Fig. 1: run 1, routing congestion map
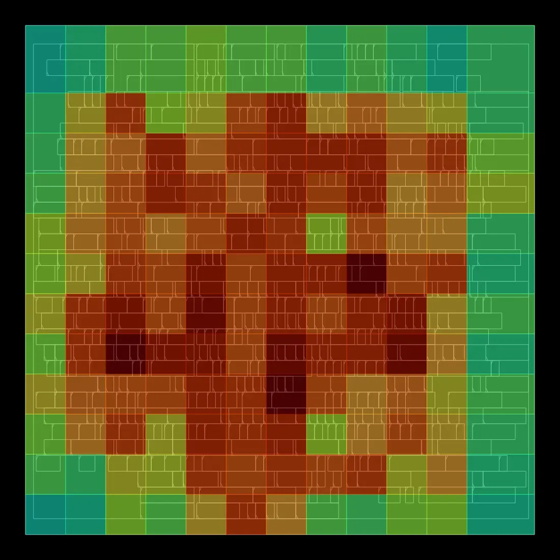
Fig. 2: run 1, signal wires on met4
Scale bar: 20 µm. Supply wires on this layer in grey. Cells faint in the background.
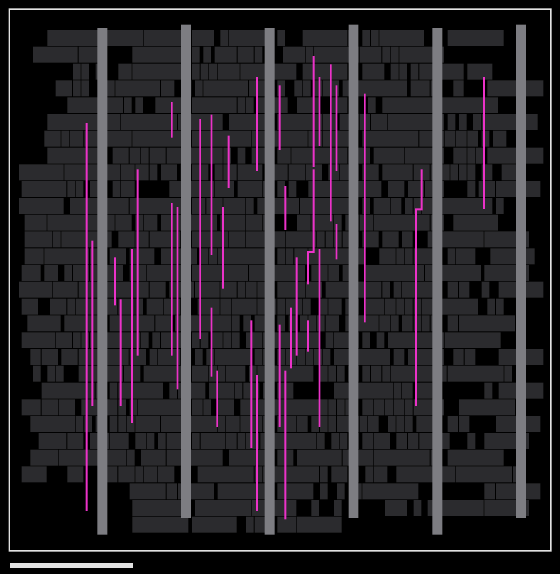
Fig. 3: run 1, signal wires on met1
Supply wires on this layer in grey.
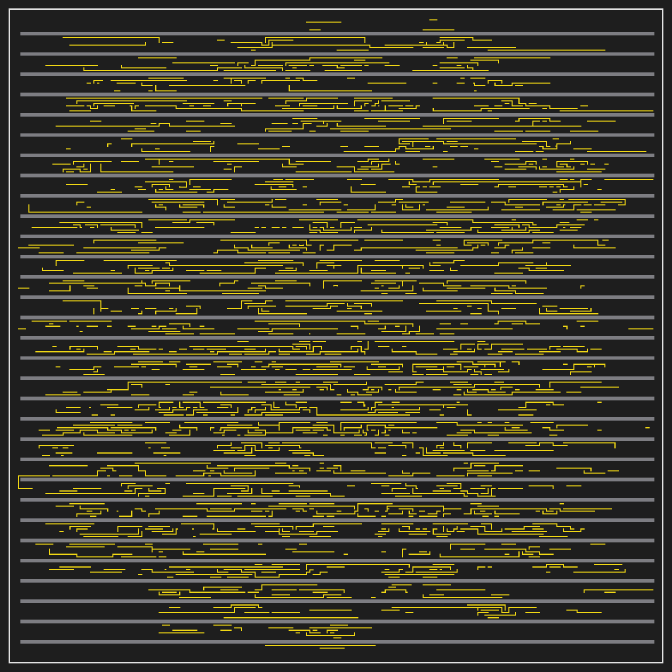
<file path="src/rtl/tpu_ctrl_pkg.sv">
// Shared definitions for the TPU job sequencer: FSM state encoding,
// element-address width, default WAIT timeout and the job-size check.
package tpu_ctrl_pkg;

    // Width of the element address bus and of the beat counter.
    localparam int unsigned ADDR_WIDTH = 8;

    // Default number of WAIT cycles allowed before the job is failed.
    localparam int unsigned TIMEOUT_DEFAULT = 1024;

    typedef enum logic [3:0] {
        StIdle  = 4'd0,
        StLoadW = 4'd1,
        StGapW  = 4'd2,
        StLoadA = 4'd3,
        StGapA  = 4'd4,
        StStart = 4'd5,
        StWait  = 4'd6,
        StFin   = 4'd7,
        StErr   = 4'd8
    } state_e;

    // A job dimension is usable when it is non-zero and fits the array.
    function automatic logic size_ok(input logic [ADDR_WIDTH-1:0] n, input int unsigned max_n);
        return (n != '0) && (32'(n) <= max_n);
    endfunction

endpackage

</file>
<file path="src/rtl/tpu_timeout_counter.sv">
// WAIT-phase watchdog for the TPU job sequencer.
// Counts enabled cycles since the last clear; expired is high during the
// enabled cycle in which the count reaches LIMIT (i.e. the LIMIT-th cycle).
//
// Ports:
//   clk     - clock, rising edge
//   rst_n   - asynchronous active-low reset
//   clear   - synchronous clear of the cycle count
//   enable  - count this cycle
//   expired - LIMIT-th enabled cycle since clear
module tpu_timeout_counter #(
    parameter int unsigned LIMIT = 1024
) (
    input  logic clk,
    input  logic rst_n,
    input  logic clear,
    input  logic enable,
    output logic expired
);

    localparam int unsigned CW = $clog2(LIMIT + 1);

    logic [CW-1:0] count_q;

    // count_q holds the number of enabled cycles already completed, so the
    // current cycle is number count_q + 1.
    assign expired = enable && (count_q == CW'(LIMIT - 1));

    always_ff @(posedge clk or negedge rst_n) begin
        if (!rst_n) begin
            count_q <= '0;
        end else if (clear) begin
            count_q <= '0;
        end else if (enable && !expired) begin
            count_q <= count_q + CW'(1);
        end
    end

endmodule

</file>
<file path="src/rtl/tpu_job_sequencer.sv">
// Host-to-TPU job sequencer. Accepts a job command carrying the matrix
// dimension n, streams n*n weights then n*n activations into the TPU as
// addressed write strobes, starts the computation, and waits for completion
// with a timeout. Reports success with job_done, rejection/timeout with
// job_error. Every output is registered.
//
// Ports:
//   clk, rst_n                 - clock and asynchronous active-low reset
//   cmd_valid/cmd_ready        - job command handshake, cmd_size = n
//   in_valid/in_ready/in_data  - element beat stream (weights then activations)
//   tpu_load_weight/activation - write strobes, with tpu_load_addr/tpu_load_data
//   tpu_start                  - one-cycle compute start pulse
//   tpu_matrix_size            - latched n of the current job
//   tpu_done                   - TPU completion, honoured only while waiting
//   busy                       - sequencer is not idle
//   job_done, job_error        - one-cycle completion / failure pulses
module tpu_job_sequencer
    import tpu_ctrl_pkg::*;
#(
    parameter int unsigned SIZE       = 4,
    parameter int unsigned DATA_WIDTH = 8,
    parameter int unsigned TIMEOUT    = TIMEOUT_DEFAULT
) (
    input  logic                  clk,
    input  logic                  rst_n,
    input  logic                  cmd_valid,
    output logic                  cmd_ready,
    input  logic [7:0]            cmd_size,
    input  logic                  in_valid,
    output logic                  in_ready,
    input  logic [DATA_WIDTH-1:0] in_data,
    output logic                  tpu_load_weight,
    output logic                  tpu_load_activation,
    output logic [ADDR_WIDTH-1:0] tpu_load_addr,
    output logic [DATA_WIDTH-1:0] tpu_load_data,
    output logic                  tpu_start,
    output logic [7:0]            tpu_matrix_size,
    input  logic                  tpu_done,
    output logic                  busy,
    output logic                  job_done,
    output logic                  job_error
);

    state_e                state_q, state_d;
    logic [ADDR_WIDTH-1:0] beat_cnt_q;
    logic [ADDR_WIDTH-1:0] last_idx_q;
    logic [ADDR_WIDTH-1:0] last_idx_d;
    logic                  cmd_acc;
    logic                  beat_acc;
    logic                  size_good;
    logic                  last_beat;
    logic                  wait_expired;

    // cmd_ready/in_ready are registered copies of the state decode, so they
    // are also the exact handshake qualifiers (both 0 while in reset).
    assign cmd_acc   = cmd_valid && cmd_ready;
    assign beat_acc  = in_valid && in_ready;
    assign size_good = size_ok(cmd_size, SIZE);
    assign last_beat = (beat_cnt_q == last_idx_q);

    // n <= 15, so n*n - 1 fits the 8-bit counter; only latched for good sizes.
    assign last_idx_d = (cmd_size * cmd_size) - 8'd1;

    tpu_timeout_counter #(
        .LIMIT (TIMEOUT)
    ) u_timeout (
        .clk     (clk),
        .rst_n   (rst_n),
        .clear   (state_q != StWait),
        .enable  (state_q == StWait),
        .expired (wait_expired)
    );

    always_comb begin
        state_d = state_q;
        unique case (state_q)
            StIdle: begin
                if (cmd_acc) begin
                    state_d = size_good ? StLoadW : StErr;
                end
            end
            StLoadW: begin
                if (beat_acc && last_beat) begin
                    state_d = StGapW;
                end
            end
            StGapW: state_d = StLoadA;
            StLoadA: begin
                if (beat_acc && last_beat) begin
                    state_d = StGapA;
                end
            end
            StGapA:  state_d = StStart;
            StStart: state_d = StWait;
            StWait: begin
                // Completion takes priority over a coincident timeout.
                if (tpu_done) begin
                    state_d = StFin;
                end else if (wait_expired) begin
                    state_d = StErr;
                end
            end
            StFin:   state_d = StIdle;
            StErr:   state_d = StIdle;
            default: state_d = StIdle;
        endcase
    end

    always_ff @(posedge clk or negedge rst_n) begin
        if (!rst_n) begin
            state_q             <= StIdle;
            beat_cnt_q          <= '0;
            last_idx_q          <= '0;
            cmd_ready           <= 1'b0;
            in_ready            <= 1'b0;
            tpu_load_weight     <= 1'b0;
            tpu_load_activation <= 1'b0;
            tpu_load_addr       <= '0;
            tpu_load_data       <= '0;
            tpu_start           <= 1'b0;
            tpu_matrix_size     <= '0;
            busy                <= 1'b0;
            job_done            <= 1'b0;
            job_error           <= 1'b0;
        end else begin
            state_q <= state_d;

            // State-decoded outputs are registered from the next state so they
            // line up with the state they describe.
            cmd_ready <= (state_d == StIdle);
            in_ready  <= (state_d == StLoadW) || (state_d == StLoadA);
            busy      <= (state_d != StIdle);
            tpu_start <= (state_d == StStart);
            job_done  <= (state_d == StFin);
            job_error <= (state_d == StErr);

            // A strobe only ever follows an accepted beat; stalls give gaps.
            tpu_load_weight     <= beat_acc && (state_q == StLoadW);
            tpu_load_activation <= beat_acc && (state_q == StLoadA);
            if (beat_acc) begin
                tpu_load_addr <= beat_cnt_q;
                tpu_load_data <= in_data;
            end

            if (cmd_acc) begin
                beat_cnt_q <= '0;
                if (size_good) begin
                    tpu_matrix_size <= cmd_size;
                    last_idx_q      <= last_idx_d;
                end
            end else if ((state_q == StGapW) || (state_q == StGapA)) begin
                beat_cnt_q <= '0;
            end else if (beat_acc) begin
                beat_cnt_q <= last_beat ? '0 : beat_cnt_q + 8'd1;
            end
        end
    end

endmodule

</file>
<file path="config.mk">
export PLATFORM = sky130hd
export DESIGN_NAME = tpu_job_sequencer
export DESIGN_NICKNAME = d
export VERILOG_FILES = /design/src/rtl/tpu_ctrl_pkg.sv /design/src/rtl/tpu_timeout_counter.sv /design/src/rtl/tpu_job_sequencer.sv
export SDC_FILE = /design/constraint.sdc
export NUM_CORES = 1
export LEC_CHECK = 0
export ABC_AREA = 1
export CAP_MARGIN = 20
export CORE_UTILIZATION = 49
export DETAILED_ROUTE_END_ITERATION = 8
export PLACE_DENSITY = 0.8
export SYNTH_ARGS = -nofsm -noshare
export SYNTH_HDL_FRONTEND = slang
export SYNTH_SLANG_ARGS = --single-unit
</file>
<file path="constraint.sdc">
create_clock -name clk -period 1.56 [get_ports clk]
set_input_delay 0.468 -clock clk [delete_from_list [all_inputs] [get_ports clk]]
set_output_delay 0.468 -clock clk [all_outputs]
set_load 0.05 [all_outputs]
</file>
==> impl_metrics.yaml, run 1 <==
# flow metrics
status:
  status: "finished with violations"
  violations: "negative setup slack"
worst_setup_path:
  reg2reg_depth: 9
  critical_path_depth: 17
  path_max_fanout: 2
  criticalPathCategory: "in2reg"
power:
  pwr-share-comb_pct: 58.5
  pwr-share-seq_pct: 27.1
  p_total_uw: 8756
  p_comb_uw: 5120
  leakagePower_uw: 0.002911
  ir_drop_v: 0.001004
  clkPwrFrac_pct: 14.5
  power_density_nw_per_um2: 1551
final_layout:
  buf_share_pct: 25.56
  area_dominant_class: "combinational gates"
  final-instance-count-excl-fill: 684
  sh_seq_area_pct: 27.64
  flop_area_um2: 1560
  drive_gt1_share_pct: 38.27
  n_all_buffers: 125
  area_delta_synth_final_pct: 57.56
logic_synthesis:
  topCombFamilyByArea: "simple AND/OR/NAND/NOR gates"
  flop_cell: "dfrtp_1"
  fa_ha_area_share_pct: 9.640
  ys_area_um2: 3582
  yosys-top-cells-count: "nand2_1, inv_1, dfrtp_1, nor2_1, o21ai_0"
  ys_sh_simple_pct: 25.18
  synth_warnings: 0
  synth.avg_cell_area_um2: 7.856
floorplanning:
  num_rows: 30
  die_area_um2: 7656
  die_w_um: 87.50
clocking:
  post_cts_resized: 71
  cts.htree.levels: 3
  clockBufferDepth: 2
global_route:
  antenna_found_initial: 0
  use_met3_pct: 5.024
  grt_overflow: 0
worst_hold_path:
  hp-class: "in2async"
route:
  viasPerCell: 5.466
  drtPass1Iterations: 6
sta:
  slew_viol_final: 0
  worst_slack_ps: -1967
  setup_violations: 14
  hold_ws_ps: 117.3
  hold_viol: 0
placement:
  hpwl_mm: 6.997
job:
  cap_viol_max_count: 0
Back to the opening pictures, Fig. 1:
Final Util: 81.28%
most used routing layer: met2
met2 track utilization from global routing: 50.28%
GRT Total Usage: 27.56%

Back to the opening pictures, Fig. 2:
longest straight run: 62.6 µm
wire length on this layer: 691 µm

Back to the opening pictures, Fig. 3:
nets with wire on the layer: 570
longest straight run: 26.2 µm

## run 1: state kept, by name (all words and copies together) (netlist names)
signal               flops
u_timeout.count_q       11
beat_cnt_q               8
tpu_load_addr            8
tpu_load_data            8
tpu_matrix_size          8
last_idx_q               7
state_q                  4
busy                     1
cmd_ready                1
in_ready                 1
job_done                 1
job_error                1
tpu_load_activation      1
tpu_load_weight          1
tpu_start                1
## run 1: kinds of logic (layout without fill, tap and decap cells)
group / after synthesis / after routing
AOI/OAI and AO/OA: 57 / 57
xor gates and xnor gates: 12 / 12
adders and majority gates: 21 / 21
buffers and inverters: 92 / 224
DFF: 62 / 62
and+or+nand+nor: 212 / 212
## run 1: per-layer routing
layer | wire length (µm) | vias up
li1 | - | 1655
met1 | 4483 | 1807
met2 | 6666 | 205
met3 | 698 | 72
met4 | 690 | 0
met5 | 0 | -
Fig. 4: run 1, cell density map
9 x 9 tiles, from white (low) to dark blue (high), 0 to 100% covered.
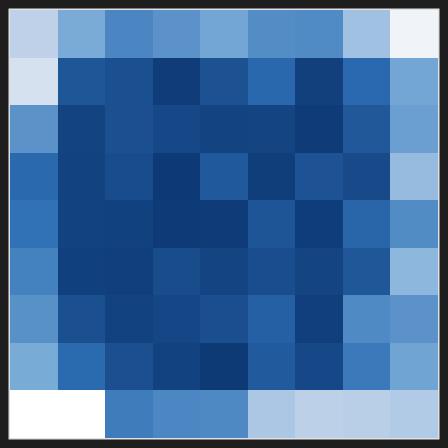

--- run 2 (diff from run 1) ---
--- a/config.mk
+++ b/config.mk
@@ -9,7 +9,7 @@
 export CAP_MARGIN = 20
 export CORE_UTILIZATION = 49
 export DETAILED_ROUTE_END_ITERATION = 8
-export PLACE_DENSITY = 0.8
+export PLACE_DENSITY = 0.76
 export SYNTH_ARGS = -nofsm -noshare
 export SYNTH_HDL_FRONTEND = slang
 export SYNTH_SLANG_ARGS = --single-unit
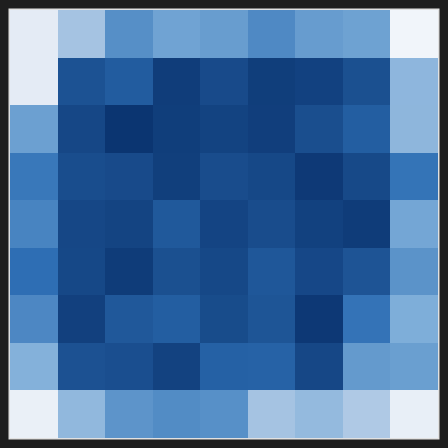
Fig. 5. Cell density map (run 2).
9 x 9 tiles, from white (low) to dark blue (high), 0 to 100% covered.
fullest tile: 98%
mean over tiles: 72%
tiles over 75% full: 58%

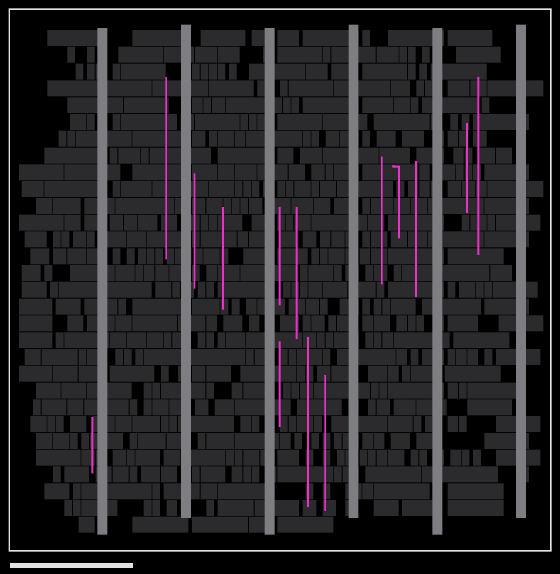
Fig. 6. Signal wires on met4 (run 2).
Scale bar: 20 µm. Supply wires on this layer in grey. Cells faint in the background.
share of all routed wire: 2.7%
nets with wire on the layer: 13

==> run 2 against run 1 <==
  * Sequential cell count unchanged
  * Critical endpoint unchanged
  * Combinational power decreased by 5.7%
  * Highest routed layer is now met5
  * The flow still finishes with violations (negative setup slack)
  * Power decreased by 2.8%
==> impl_metrics.yaml, run 2 <==
# flow metrics
status:
  status: "finished with violations"
  violations: "negative setup slack"
sta:
  slew_viol_final: 0
  worst_slack_ps: -1818
  setup_violations: 8
  hold_ws_ps: 41.07
final_layout:
  flop_area_um2: 1558
  buf_share_pct: 26.78
  drive_gt1_share_pct: 38.95
  sh_seq_area_pct: 27.56
  final-instance-count-excl-fill: 689
  area_dominant_class: "combinational gates"
  area_delta_synth_final_pct: 57.81
  largest_reg_flops: 11
  n_all_buffers: 131
clocking:
  cts.htree.levels: 3
  clockBufferDepth: 2
logic_synthesis:
  synth_warnings: 0
  fa_ha_area_share_pct: 9.640
  topCombFamilyByArea: "simple AND/OR/NAND/NOR gates"
  ys_area_um2: 3582
  synth.avg_cell_area_um2: 7.856
  flop_cell: "dfrtp_1"
  yosys-top-cells-count: "nand2_1, inv_1, dfrtp_1, nor2_1, o21ai_0"
global_route:
  track_usage_pct: 26.06
  antenna_found_initial: 1
floorplanning:
  num_rows: 30
  die_area_um2: 7656
placement:
  hpwl_mm: 6.666
route:
  viasPerCell: 5.096
  drtPass1Iterations: 4
worst_setup_path:
  path_max_fanout: 3
job:
  cap_viol_max_count: 0
power:
  ir_drop_v: 0.001001
  leakagePower_uw: 0.002940
  p_total_uw: 8509
-- run 2: per-layer routing --
metal / track usage, % / up-vias / part of all wire (%)
li1: - / 1670 / -
met1: 32.06 / 1681 / 38
met2: 45.10 / 125 / 54
met3: 5.592 / 33 / 4.4
met4: 9.687 / 2 / 2.7
met5: 0 / - / 0.13
-- run 2: final timing paths --
kind / from / endpoint / cells after the start
setup reg to reg: beat_cnt_q[5] / in_ready / 9
min in group clk: state_q[0] / tpu_start / 1
hold / removal: rst_n / beat_cnt_q[1] / 1
max in group asynchronous: rst_n / last_idx_q[6] / 2
hold reg to reg: state_q[0] / tpu_start / 1
setup / recovery: cmd_size[4] / last_idx_q[7] / 18
-- run 2: power by group --
group	internal [µW]	total, µW	switching [µW]
logic	2170	4830	2660
registers	1970	2350	376
clock network	695	1330	634
Fig. 7: run 2, routing congestion map
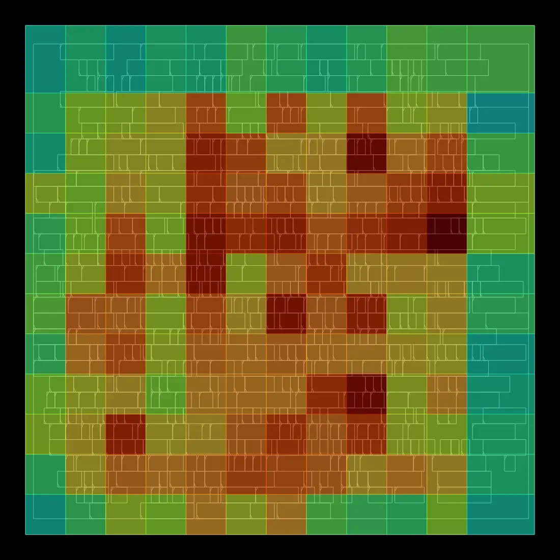

--- run 3 (diff from run 2) ---
--- a/config.mk
+++ b/config.mk
@@ -6,10 +6,12 @@
 export NUM_CORES = 1
 export LEC_CHECK = 0
 export ABC_AREA = 1
+export ABC_CLOCK_PERIOD_IN_PS = 4300
 export CAP_MARGIN = 20
-export CORE_UTILIZATION = 49
+export CORE_UTILIZATION = 55
 export DETAILED_ROUTE_END_ITERATION = 8
-export PLACE_DENSITY = 0.76
+export DONT_BUFFER_PORTS = 1
+export PLACE_DENSITY = 0.7
 export SYNTH_ARGS = -nofsm -noshare
 export SYNTH_HDL_FRONTEND = slang
 export SYNTH_SLANG_ARGS = --single-unit
==> constraint.sdc (replaced) <==
create_clock -name clk -period 4.3 [get_ports clk]
set_input_delay 1.29 -clock clk [delete_from_list [all_inputs] [get_ports clk]]
set_output_delay 1.29 -clock clk [all_outputs]
set_load 0.05 [all_outputs]
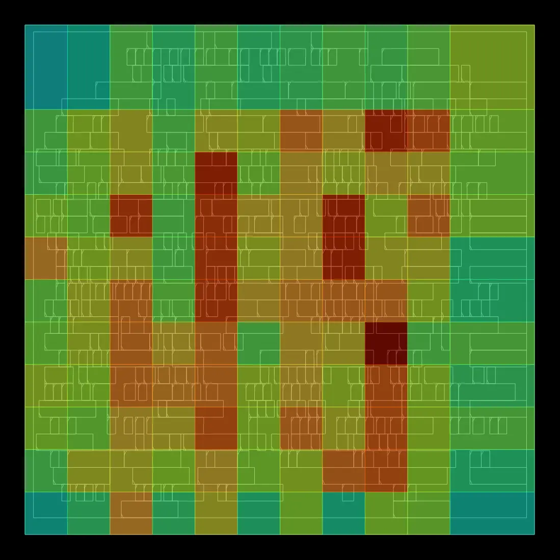
Fig. 8. Routing congestion map (run 3).
grt met3 use: 3.956%
met1 global-route usage: 29.89%
Final Util: 62.05%
WL/cell: 12.80 µm
GRT Total Usage: 22.98%

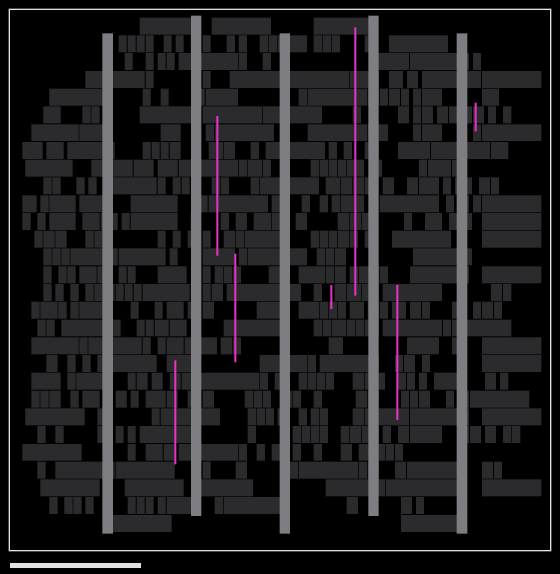
Fig. 9. Signal wires on met4 (run 3).
Scale bar: 20 µm. Supply wires on this layer in grey. Cells faint in the background.
main direction: vertical
nets with wire on the layer: 3
wire length on this layer: 122 µm

==> run 3 against run 2 <==
  * The flow now finishes without violations
  * Sequential share of layout area increased by 12 points
  * Synthesized area unchanged
  * Clock skew decreased by 2.2 ps
  * Synthesized cell count unchanged
  * Critical path type unchanged
  * Critical endpoint unchanged
==> impl_metrics.yaml, run 3 <==
# flow metrics
power:
  pwr-share-seq_pct: 47.8
  ir_drop_v: 0.0003587
  pwr-share-comb_pct: 30.8
  p_sw_share_pct: 45.49
  switching_power_uw: 1055
  p_total_uw: 2320
  p_seq_uw: 1110
  power_clock_uw: 497
  leakagePower_uw: 0.002152
  maxPowerGroup: "sequential cells"
  clkPwrFrac_pct: 21.4
worst_hold_path:
  hp-start: "u_timeout.count_q[2]"
  worstHoldEndpoint: "u_timeout.count_q[2]"
clocking:
  clockBufferDepth: 2
  cts.htree.levels: 3
final_layout:
  final-instance-count-excl-fill: 548
  n_all_buffers: 9
  area_dominant_class: "combinational gates"
  largest_reg_flops: 11
  drive_gt1_share_pct: 10.19
logic_synthesis:
  synth.avg_cell_area_um2: 7.856
  ys_area_um2: 3582
  fa_ha_area_share_pct: 9.640
  synth_warnings: 0
  yosys-top-cells-count: "nand2_1, inv_1, dfrtp_1, nor2_1, o21ai_0"
worst_setup_path:
  critical_path_depth: 17
  rr_endpoint: "last_idx_q[2]"
sta:
  setup_violations: 0
route:
  viasPerCell: 5.120
global_route:
  antenna_found_initial: 0
floorplanning:
  die_area_um2: 6840
status:
  status: "finished, final reports clean"
## run 3: cell types whose count changed in the layout (fill, tap and decap cells not counted), sizes merged
| cell | before | now |
|---|---|---|
| buf | 118 | 9 |
| clkdlybuf4s50 | 11 | 0 |
| dlygate4sd2 | 2 | 0 |
| bufinv | 0 | 1 |
| clkbuf | 12 | 11 |
| clkinv | 3 | 2 |
| clkinvlp | 0 | 1 |
## run 3: metal layers
| layer | global-route usage, % | up-vias | part of all wire [%] |
|---|---|---|---|
| met5 | 0 | - | 0 |
| met4 | 10.86 | 0 | 1.7 |
| met1 | 29.89 | 1296 | 47 |
| met3 | 3.956 | 15 | 4.4 |
| met2 | 37.13 | 75 | 47 |
| li1 | - | 1420 | - |

==> layout pictures side by side <==
Placement by cell class.
Scale bar: 20 µm. Fill, decap, tap and diode cells in grey.
panel A
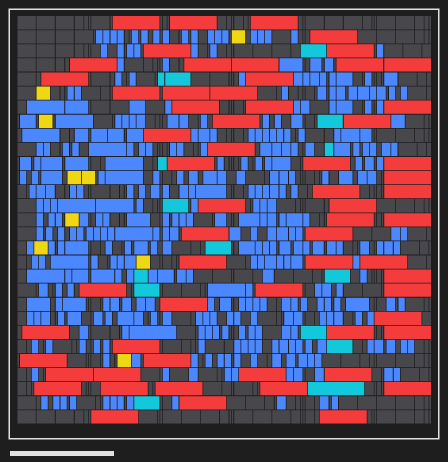
panel B
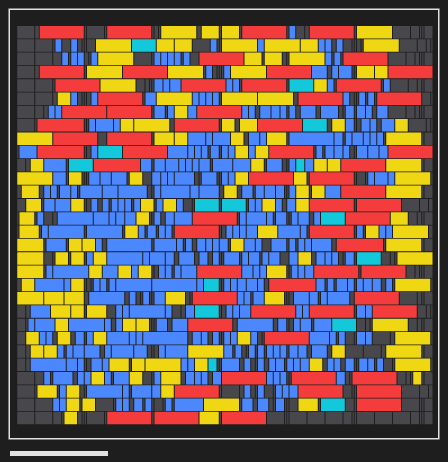
| picture | from |
|---|---|
| panel A | run 3 |
| panel B | run 2 |
- highest utilization: panel B

Key to panel B:
[clock drivers and dummy loads] cyan | cells: 15 | share of their area: 3.3%
[remaining logic cells] blue | cells: 385 | share of their area: 41%
[sequential cells] red | cells: 62 | share of their area: 28%
[remaining buffers and delay cells] yellow | cells: 131 | share of their area: 27%

Power figures rest on the tool's default switching activity, not on a simulated workload.
